==> run_1/met1.png <==
Bar = 20 µm. Cells faint in the background.
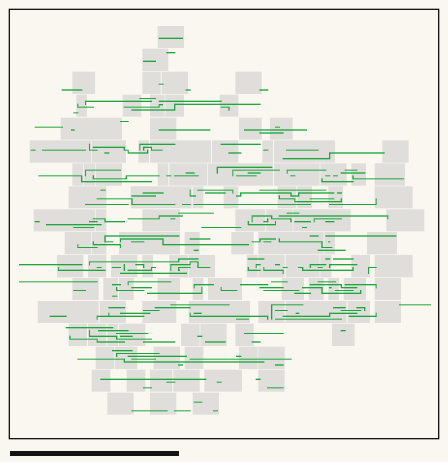
==> run_1/final_congestion.png <==
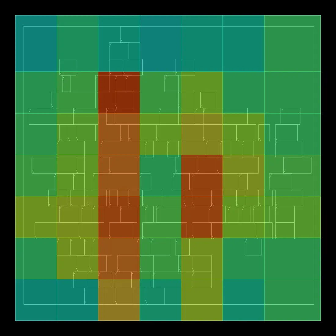
==> run_1/met3.png <==
Bar = 20 µm. Cells faint in the background.
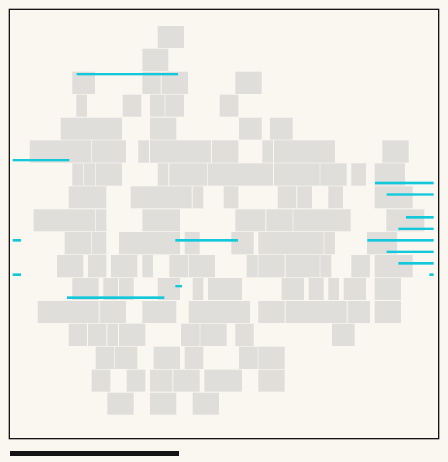
**config.mk**
```make
export PLATFORM = sky130hd
export DESIGN_NAME = systolic_seq_ctrl
export DESIGN_NICKNAME = d
export VERILOG_FILES = /design/src/rtl/systolic_seq_ctrl.sv
export SDC_FILE = /design/constraint.sdc
export NUM_CORES = 1
export LEC_CHECK = 0
export CAP_MARGIN = 20
export CORE_UTILIZATION = 30
export DETAILED_ROUTE_END_ITERATION = 16
export GPL_TIMING_DRIVEN = 0
export PLACE_DENSITY = 0.68
export SYNTH_ARGS = -nofsm -noshare
export SYNTH_HDL_FRONTEND = slang
export SYNTH_SLANG_ARGS = --single-unit
```
**constraint.sdc**
```tcl
create_clock -name clk -period 2 [get_ports clk]
set_clock_uncertainty 0.05 [all_clocks]
set_input_delay 0.2 -clock clk [delete_from_list [all_inputs] [get_ports clk]]
set_output_delay 0.2 -clock clk [all_outputs]
set_load 0.02 [all_outputs]
```
**src/rtl/systolic_seq_ctrl.sv**
```systemverilog
// Sequencing FSM for one NxN output-stationary systolic matrix multiply: CLEAR, FEED, FLUSH, DRAIN, DONE.
// Optional stall input and freeze behaviour are compiled in when SYS_CTRL_STALL_EN is defined.
module systolic_seq_ctrl #(
  parameter int N  = 4,
  parameter int K  = 4,
  parameter int CW = 8
) (
  input  logic          clk,
  input  logic          rst,
  input  logic          start,
`ifdef SYS_CTRL_STALL_EN
  input  logic          stall,
`endif
  output logic          busy,
  output logic          done,
  output logic          pe_clr,
  output logic          pe_en,
  output logic          feed_en,
  output logic [CW-1:0] feed_idx,
  output logic          out_valid,
  output logic [CW-1:0] out_row
);

  typedef enum logic [2:0] {
    IDLE  = 3'd0,
    CLEAR = 3'd1,
    FEED  = 3'd2,
    FLUSH = 3'd3,
    DRAIN = 3'd4,
    DONE  = 3'd5
  } state_t;

  localparam logic [CW-1:0] FEED_LAST  = CW'(K - 1);
  localparam logic [CW-1:0] FLUSH_LAST = CW'(2 * N - 3);
  localparam logic [CW-1:0] DRAIN_LAST = CW'(N - 1);

  state_t        state, state_nx;
  logic [CW-1:0] cnt, cnt_nx;
  logic          frozen;

`ifdef SYS_CTRL_STALL_EN
  // A stall never holds the FSM in IDLE, so a start is still accepted there.
  assign frozen = stall && (state != IDLE);
`else
  assign frozen = 1'b0;
`endif

  // NOTE: registered state uses non-blocking assignments so every flop samples pre-edge values.
  always_ff @(posedge clk) begin
    if (rst) begin
      state <= IDLE;
      cnt   <= '0;
    end else begin
      state <= state_nx;
      cnt   <= cnt_nx;
    end
  end

  // NOTE: every signal driven here gets a default first, so no path can infer a latch.
  always_comb begin
    state_nx = state;
    cnt_nx   = cnt;
    if (!frozen) begin
      unique case (state)
        IDLE: begin
          cnt_nx = '0;
          if (start) state_nx = CLEAR;
        end
        CLEAR: begin
          state_nx = FEED;
          cnt_nx   = '0;
        end
        FEED: begin
          if (cnt == FEED_LAST) begin
            state_nx = FLUSH;
            cnt_nx   = '0;
          end else begin
            cnt_nx = cnt + CW'(1);
          end
        end
        FLUSH: begin
          if (cnt == FLUSH_LAST) begin
            state_nx = DRAIN;
            cnt_nx   = '0;
          end else begin
            cnt_nx = cnt + CW'(1);
          end
        end
        DRAIN: begin
          if (cnt == DRAIN_LAST) begin
            state_nx = DONE;
            cnt_nx   = '0;
          end else begin
            cnt_nx = cnt + CW'(1);
          end
        end
        DONE: begin
          state_nx = IDLE;
          cnt_nx   = '0;
        end
        default: begin
          state_nx = IDLE;
          cnt_nx   = '0;
        end
      endcase
    end
  end

  // Moore decode; strobes are suppressed while frozen, indices keep showing the held counter.
  always_comb begin
    busy      = (state != IDLE);
    done      = 1'b0;
    pe_clr    = 1'b0;
    pe_en     = 1'b0;
    feed_en   = 1'b0;
    feed_idx  = '0;
    out_valid = 1'b0;
    out_row   = '0;
    unique case (state)
      CLEAR: pe_clr = !frozen;
      FEED: begin
        feed_en  = !frozen;
        pe_en    = !frozen;
        feed_idx = cnt;
      end
      FLUSH: pe_en = !frozen;
      DRAIN: begin
        out_valid = !frozen;
        out_row   = cnt;
      end
      DONE:    done = !frozen;
      default: ;
    endcase
  end

endmodule

```
==> impl_results.rst, run 1 <==
Metrics
=======

.. list-table::
   :header-rows: 1

   * - Metric
     - Value
   * - Result of the run
     - complete, no violations
   * - Main flop type after synthesis
     - dfxtp_1
   * - Number of antenna violations at the first check in global routing
     - 0
   * - Count of buffer and inverter cells on the critical path
     - 3
   * - Buffers added on ports
     - 24
   * - Total number of nets in the final design
     - 117
   * - OpenROAD warning count
     - 28
   * - Worst Tran Pin Value
     - 359 ps
   * - Finished layout cell area
     - 1020 µm²
   * - Fraction of final layout cells with drive strength greater than 1
     - 0.191
   * - Peak fanout along the critical path
     - 10
   * - Chip Footprint
     - between 2000 and 3000 µm²
   * - Accumulated negative setup slack
     - 0 ps
   * - Number of synthesized flops with an enable pin
     - 0
   * - Yosys stat chip area
     - slightly above 700 µm²
   * - Number of max-slew violations in the final report
     - 0
   * - IO Count
     - 25
   * - Worst hold-check slack
     - a little over 500 ps
   * - Max layer used
     - met4
   * - Antenna diode instance count
     - 0
   * - Longest individual stage delay on the worst path
     - 320 ps
   * - Synthesized area
     - 714 µm²
   * - Routability cong.
     - 0.745
   * - Area leader, netlist
     - dfxtp_1
   * - Post-Synthesis Net Count
     - 87
   * - Num CTS Buffers
     - 3
   * - CTS tree
     - done
   * - Post-layout minimum cycle time
     - 1880 ps
   * - Total grt overflow
     - 0
   * - Max-Cap Viols
     - 0
   * - Wire per inst
     - approximately 11 µm
   * - Sequential-to-total area share from yosys stat
     - 0.308
   * - Type of origin of the critical path
     - register
   * - Standby leakage power
     - between 0.0005 and 0.0006 µW
   * - Crit. End Element
     - output pin
   * - Number of cells in the yosys synthesis report
     - a little over 80
   * - Setup Buffers After CTS
     - 1
   * - DRC Markers
     - 0
   * - Final tally of setup violations
     - 0
   * - Leading cell types in the layout, fill and taps excluded
     - dlygate4sd2_1 (18), and2_1 (13), nor2_1 (10), dfxtp_1 (10), nand3_1 (6)
   * - Number of clock sinks
     - 11
   * - Top delay family on crit path
     - buffers and inverters
   * - Worst VDD drop
     - 0.000315 V
   * - Final-report hold violation count
     - 0
   * - Detailed Route Iter0 Violations
     - 3
   * - Required time at the worst-slack endpoint
     - 1750 ps
   * - Initial cell density of the core
     - 0.320
   * - Standard-cell rows
     - 17
   * - Post-CTS Hold Buffers
     - 0
   * - Vertical die dimension
     - 50.8 µm
   * - Post-CTS Resized
     - 23
   * - Layer with the highest usage
     - met2
   * - Routed wire length on met3
     - 74 µm
   * - Top post-synthesis cells by area
     - dfxtp_1 (31%), and2_1 (11%), xor2_1 (6.1%)
   * - Top cell area share
     - 0.308
   * - Endpoint arrival time on the critical path
     - roughly 1600 ps
   * - Hold crit path type
     - register to register
   * - Half-perimeter wire length after detailed placement
     - 1.14 mm
   * - Power density over cell area
     - 581 nW/µm²
   * - F_max
     - roughly 0.53 GHz
   * - Critical Path Slowest Stage Cell
     - dlygate4sd2_1
   * - Depth of the CTS H-tree
     - 1
## Picture notes: met1.png
The layer holds 47% of the routed length. The longest straight run is 16.6 µm. 98 nets have wire on it. The layer carries 732 µm of wire.
total via count in the routed design: 648
met1 usage in global routing: 0.153
DRT Wirelength: 1.57 mm

## Picture notes: final_congestion.png
met3 Resource Use GR: 0.0364
Post-Route Utilization: 0.458
total global-route track usage: 0.133

## Picture notes: met3.png
The longest straight run is 11.7 µm. The layer holds 4.7% of the routed length.

==> run 1: worst paths after layout <==
check	start	endpoint	slack, ps	cells after the start
worst max-delay path	state[1]	out_row[5]	120	5
worst min-delay path	cnt[0]	cnt[0]	510	1
worst max register to register	cnt[0]	state[0]	130	5
worst min register to register	cnt[0]	cnt[0]	510	1
==> run 1: flip-flops by register name, indices dropped and copies added (netlist names) <==
name	count
state	3
cnt	8
==> run 1: through the flow <==
step | util | power, µW | setup WS [ps] | instances
floorplan | - | 376 | 281 | 81
global placement | 0.443 | 441 | -116 | 133
detailed placement | 0.443 | 444 | -129 | 133
CTS | 0.454 | 609 | 42.9 | 138
global route | 0.458 | 630 | 20.2 | 138
finish | 0.458 | 595 | 118 | 138
==> run 1: Yosys cell counts, drive strengths merged, types with 2 or more instances <==
| master | count |
|---|---|
| dfxtp | 11 |
| nor2 | 12 |
| inv | 3 |
| ha | 3 |
| buf | 3 |
| and3 | 2 |
| xor2 | 5 |
| nand3 | 6 |
| nor3 | 2 |
| and2 | 15 |
| nor3b | 3 |
==> run 1: cell families after synthesis <==
logic type | count (synthesis) | synth area share
XOR/XNOR | 6 | 0.0736
multiplexers | 1 | 0.0210
flip-flops | 11 | 0.308
AND/OR/NAND/NOR | 45 | 0.380
AND-OR/OR-AND | 8 | 0.110
adder cells (fa/ha/maj) | 3 | 0.0525
buffers and inverters | 7 | 0.0543
==> run 1: where the power goes <==
group	total, µW	internal [µW]	switching [µW]
Clock	157	77.4	79.6
Sequential	242	230	12.0
Combinational	195	86.7	109
Total	595	394	200
==> run 1: final cells by class <==
cell class / instances / area, µm²
fill: 224 / 1210
tap: 28 / 35.0
multi-input combinational: 63 / 463
clock buffer: 4 / 26.3
buffer: 4 / 31.3
inverter: 3 / 11.3
sequential: 11 / 221
timing repair buffer: 25 / 235
==> run 2: changes to the inputs <==
Settings changed: CORE_UTILIZATION 30 to 40, PLACE_DENSITY 0.68 to 0.83, SKIP_CTS_REPAIR_TIMING from default to 1.
==> run_2/final_congestion.png <==
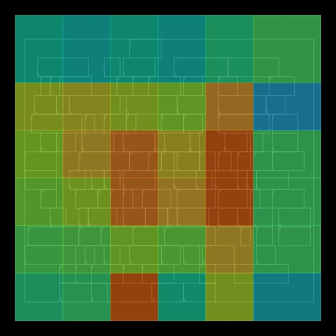
met2 usage in global routing: 0.324
met3 Resource Use GR: 0.0735
met1 usage in global routing: 0.218
Post-Route Utilization: 0.682

==> run 2 against run 1 <==
  * Clock power about the same
  * Critical endpoint is now feed_idx[1]
  * Combinational power increased by 5%
  * Power is 1.4% higher
  * Highest routed layer is now met3
  * Core utilization rose by 22 points
  * Worst hold slack about the same
  * Sequential power about the same
  * Register-to-register slack lost 30 ps
==> impl_results.rst, run 2 <==
Metrics
=======

.. list-table::
   :header-rows: 1

   * - Metric
     - Value
   * - Total number of nets in the final design
     - 117 (unchanged)
   * - Register with the most flip-flops
     - cnt
   * - Yosys stat chip area
     - 714 µm² (unchanged)
   * - Critical Path Slowest Stage Cell
     - clkdlybuf4s50_1
   * - Buffer depth of the longest clock path
     - 2
   * - Post-layout minimum cycle time
     - 1920 ps (+38.0 ps)
   * - Total grt overflow
     - 0 (unchanged)
   * - Num CTS Buffers
     - 3 (unchanged)
   * - Half-perimeter wire length after detailed placement
     - 1.19 mm (+4.3%)
   * - Type of origin of the critical path
     - register
   * - Dpl ws
     - -119 ps (+10.4 ps)
   * - Buffers added on ports
     - 24 (unchanged)
   * - IO Count
     - 25 (unchanged)
   * - Basic-gate share of the synthesized area counting and, or, nand and nor cells
     - 0.380 (unchanged)
   * - Hold crit path type
     - register to register
   * - Routability cong.
     - 0.848 (+14%)
   * - Vertical die dimension
     - 44.3 µm (-13%)
   * - Final tally of setup violations
     - 0 (unchanged)
   * - Chain of cells forming the critical path
     - clkbuf_4 -> nor3_1 -> clkdlybuf4s50_1
   * - Wire per inst
     - 12.7 µm (+11%)
   * - Crit share post-route
     - 0.960
   * - Number of flip-flops in the largest register
     - 8 (unchanged)
   * - Count leader, synth
     - and2_1
   * - Number of search-and-repair iterations in the first detailed-routing pass
     - 6
   * - Number of clock sinks
     - 11 (unchanged)
   * - Number of max-slew violations in the final report
     - 0 (unchanged)
   * - Number of synthesized flops with an enable pin
     - 0 (unchanged)
   * - Endpoint arrival time on the critical path
     - 1670 ps (+40 ps)
   * - DRC Markers
     - 0 (unchanged)
   * - Crit. End Element
     - output pin
   * - Standard-cell rows
     - 14 (-3)
   * - Vias in the first global route
     - 601
   * - CTS tree
     - done
   * - Detailed Route Iter0 Violations
     - 7 (+4)
   * - Worst Hold End
     - cnt[0]
   * - Peak fanout along the critical path
     - 10 (unchanged)
   * - Initial cell density of the core
     - 0.448 (+0.128)
   * - Worst Tran Pin Value
     - 458 ps (+98.7 ps)
   * - Number of different library cells in the post-synthesis netlist
     - 32
   * - Synthesized area
     - 714 µm² (unchanged)
   * - Depth of the CTS H-tree
     - 1 (unchanged)
   * - Accumulated negative setup slack
     - 0 ps (unchanged)
   * - Worst VDD drop
     - 0.000361 V (+14%)
   * - F_max
     - 0.521 GHz (-2.0%)
   * - R2r setup slk
     - 100 ps (-30 ps)
   * - Final setup margin
     - 79.6 ps (-38.0 ps)
   * - Reg2reg start
     - cnt[0]
   * - Clock transition at the registers of the reported paths
     - 70 ps
   * - Synthesized flop and latch total
     - 11
   * - Top Registers
     - cnt (8), state (3)
   * - Sequential-to-total area share from yosys stat
     - 0.308 (unchanged)
   * - Hold Path Stages
     - 1 (unchanged)
   * - Pin count of the biggest net entering global routing
     - 11
   * - Leading cell types in the layout, fill and taps excluded
     - dlymetal6s2s_1 (21), and2_1 (13), nor2_1 (10), dfxtp_1 (10), nand3_1 (6)
   * - OpenROAD warning count
     - 28 (unchanged)
   * - Unrepaired setup endpoints after global routing
     - false
   * - Design Power
     - 603 µW (+1.4%)
   * - Root Driver
     - clkbuf_4
   * - Max-Cap Viols
     - 0 (unchanged)
   * - Die x size
     - 44.3 µm
   * - Number of vias per cell
     - ~4.9
   * - Ao+oa area frac
     - 0.110 (unchanged)
   * - Standby leakage power
     - 0.000772 µW (+43%)
   * - Origin of the worst min-delay path
     - cnt[0]
   * - Final-report hold violation count
     - 0 (unchanged)
   * - Placement-stage cell area
     - approximately 980 µm²
   * - Synth-to-Final Area Change
     - 52.2%
   * - Number of cells in the yosys synthesis report
     - 81 (unchanged)
   * - Power density over cell area
     - 554 nW/µm² (-4.6%)
   * - Portion of netlist area occupied by mux cells
     - 0.0210 (unchanged)
   * - Result of the run
     - complete, no violations
   * - Most frequent cells after synthesis
     - and2_1 (13), dfxtp_1 (11), nor2_1 (11), nand3_1 (6), xor2_1 (5)
   * - Filler Cells Inserted
     - 125 (-44%)
   * - Fraction of final layout cells with drive strength greater than 1
     - 0.200 (+0.00909)
   * - Crit Path Class
     - register to output pin
   * - Finished layout cell area
     - 1090 µm² (+6.2%)
   * - Layer with the highest usage
     - met2
   * - Post-Synthesis Net Count
     - 87 (unchanged)
   * - Most used logic cell in the final layout
     - dlymetal6s2s_1
   * - Number of antenna violations at the first check in global routing
     - 0 (unchanged)
   * - Ys async rst share
     - 0
   * - Post-detailed-route count of antenna-violating nets
     - 0
   * - Antenna diode instance count
     - 0 (unchanged)
   * - Longest individual stage delay on the worst path
     - 630 ps (+310 ps)
   * - Chip Footprint
     - 1960 µm² (-24%)
   * - Clock latency at the later pin of the worst-skew pair
     - 270 ps
   * - Main flop type after synthesis
     - dfxtp_1
   * - Total global-route track usage
     - 0.186 (+0.0535)
   * - Top cell area share
     - 0.308 (unchanged)
   * - Area of the placeable core
     - between 1500 and 2000 µm²
   * - Top post-synthesis cells by area
     - dfxtp_1 (31%), and2_1 (11%), xor2_1 (6.1%)
   * - FF-to-FF End
     - state[0]
   * - Register cell area after layout
     - 221 µm² (unchanged)
   * - Mean Syn Cell Area
     - approximately 8.8 µm²
   * - First-pass GRT wire length
     - between 2 and 3 mm
   * - Area leader, netlist
     - dfxtp_1
   * - Post-Synth Adder-Cell Area
     - 0.0525 (unchanged)
   * - Largest family of logic cells by area
     - simple AND/OR/NAND/NOR gates
   * - Required time at the worst-slack endpoint
     - 1750 ps (about the same)
   * - Worst R2R Path Depth
     - 5 (unchanged)
   * - Parity-gate share of the synthesized area counting xor and xnor cells
     - 0.0736 (unchanged)
   * - Total area of multi-input combinational cells
     - 463 µm² (unchanged)
==> run_2/met3.png <==
Bar = 10 µm. Cells faint in the background.
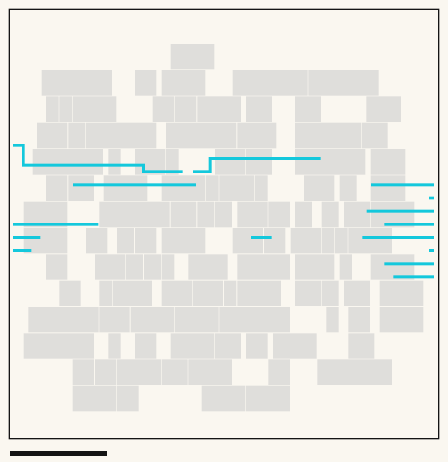
14 nets have wire on it. The wires run mostly horizontal.
total via count in the routed design: 656
DRT Wirelength: 1.70 mm

==> run 2: cell counts after synthesis <==
No cell type changed its count.
==> run 2: how the worst max path moves through the flow <==
stage	cells after the start	slack (ps)	start	endpoint
floorplan	5	280	cnt[0]	state[0]
global placement	5	-90	state[1]	out_row[5]
detailed placement	4	-120	state[2]	out_row[5]
CTS	4	-430	state[2]	out_row[5]
global route	3	4	state[0]	feed_idx[1]
finish	3	80	state[0]	feed_idx[1]
==> run 2: cell families after synthesis <==
logic type	Yosys count
simple gates	45
flops	11
compound gates	8
buf+inv	7
xor+xnor	6
fa+ha+maj	3
mux	1
==> run 2: stage by stage <==
step,instances,hold slack [ps]
3_5_place_dp,129,484
2_1_floorplan,81,222
5_1_grt,134,558
4_1_cts,133,504
3_3_place_gp,129,482
6_report,134,508
==> run 2: worst max-delay path: cells and delay by family, from the launching register on <==
kind,cells,cell delay [ps]
buf+inv,2,830
flops,1,360
simple gates,1,200
==> run 2: layout make-up <==
| class | count | area share |
|---|---|---|
| buffer | 4 | 0.0311 |
| clock buffer | 3 | 0.0207 |
| clock inverter | 1 | 0.00460 |
| inverter | 3 | 0.0104 |
| multi-input combinational | 63 | 0.426 |
| sequential | 11 | 0.204 |
| tap | 24 | 0.0276 |
| timing repair buffer | 25 | 0.276 |
==> run 2: layer usage <==
layer	routed length [µm]	vias up
met5	0	-
met4	0	0
met3	95	0
met2	848	18
met1	753	303
li1	-	335
==> run 2: power breakdown <==
group	total [µW]	switching, µW	leakage (µW)	internal [µW]
sequential	243	12.5	0.0000895	230
clock	155	80.5	0.0000177	74.2
combinational	205	113	0.000665	92.2
total	603	206	0.000772	397
Power figures rest on the tool's default switching activity, not on a simulated workload.
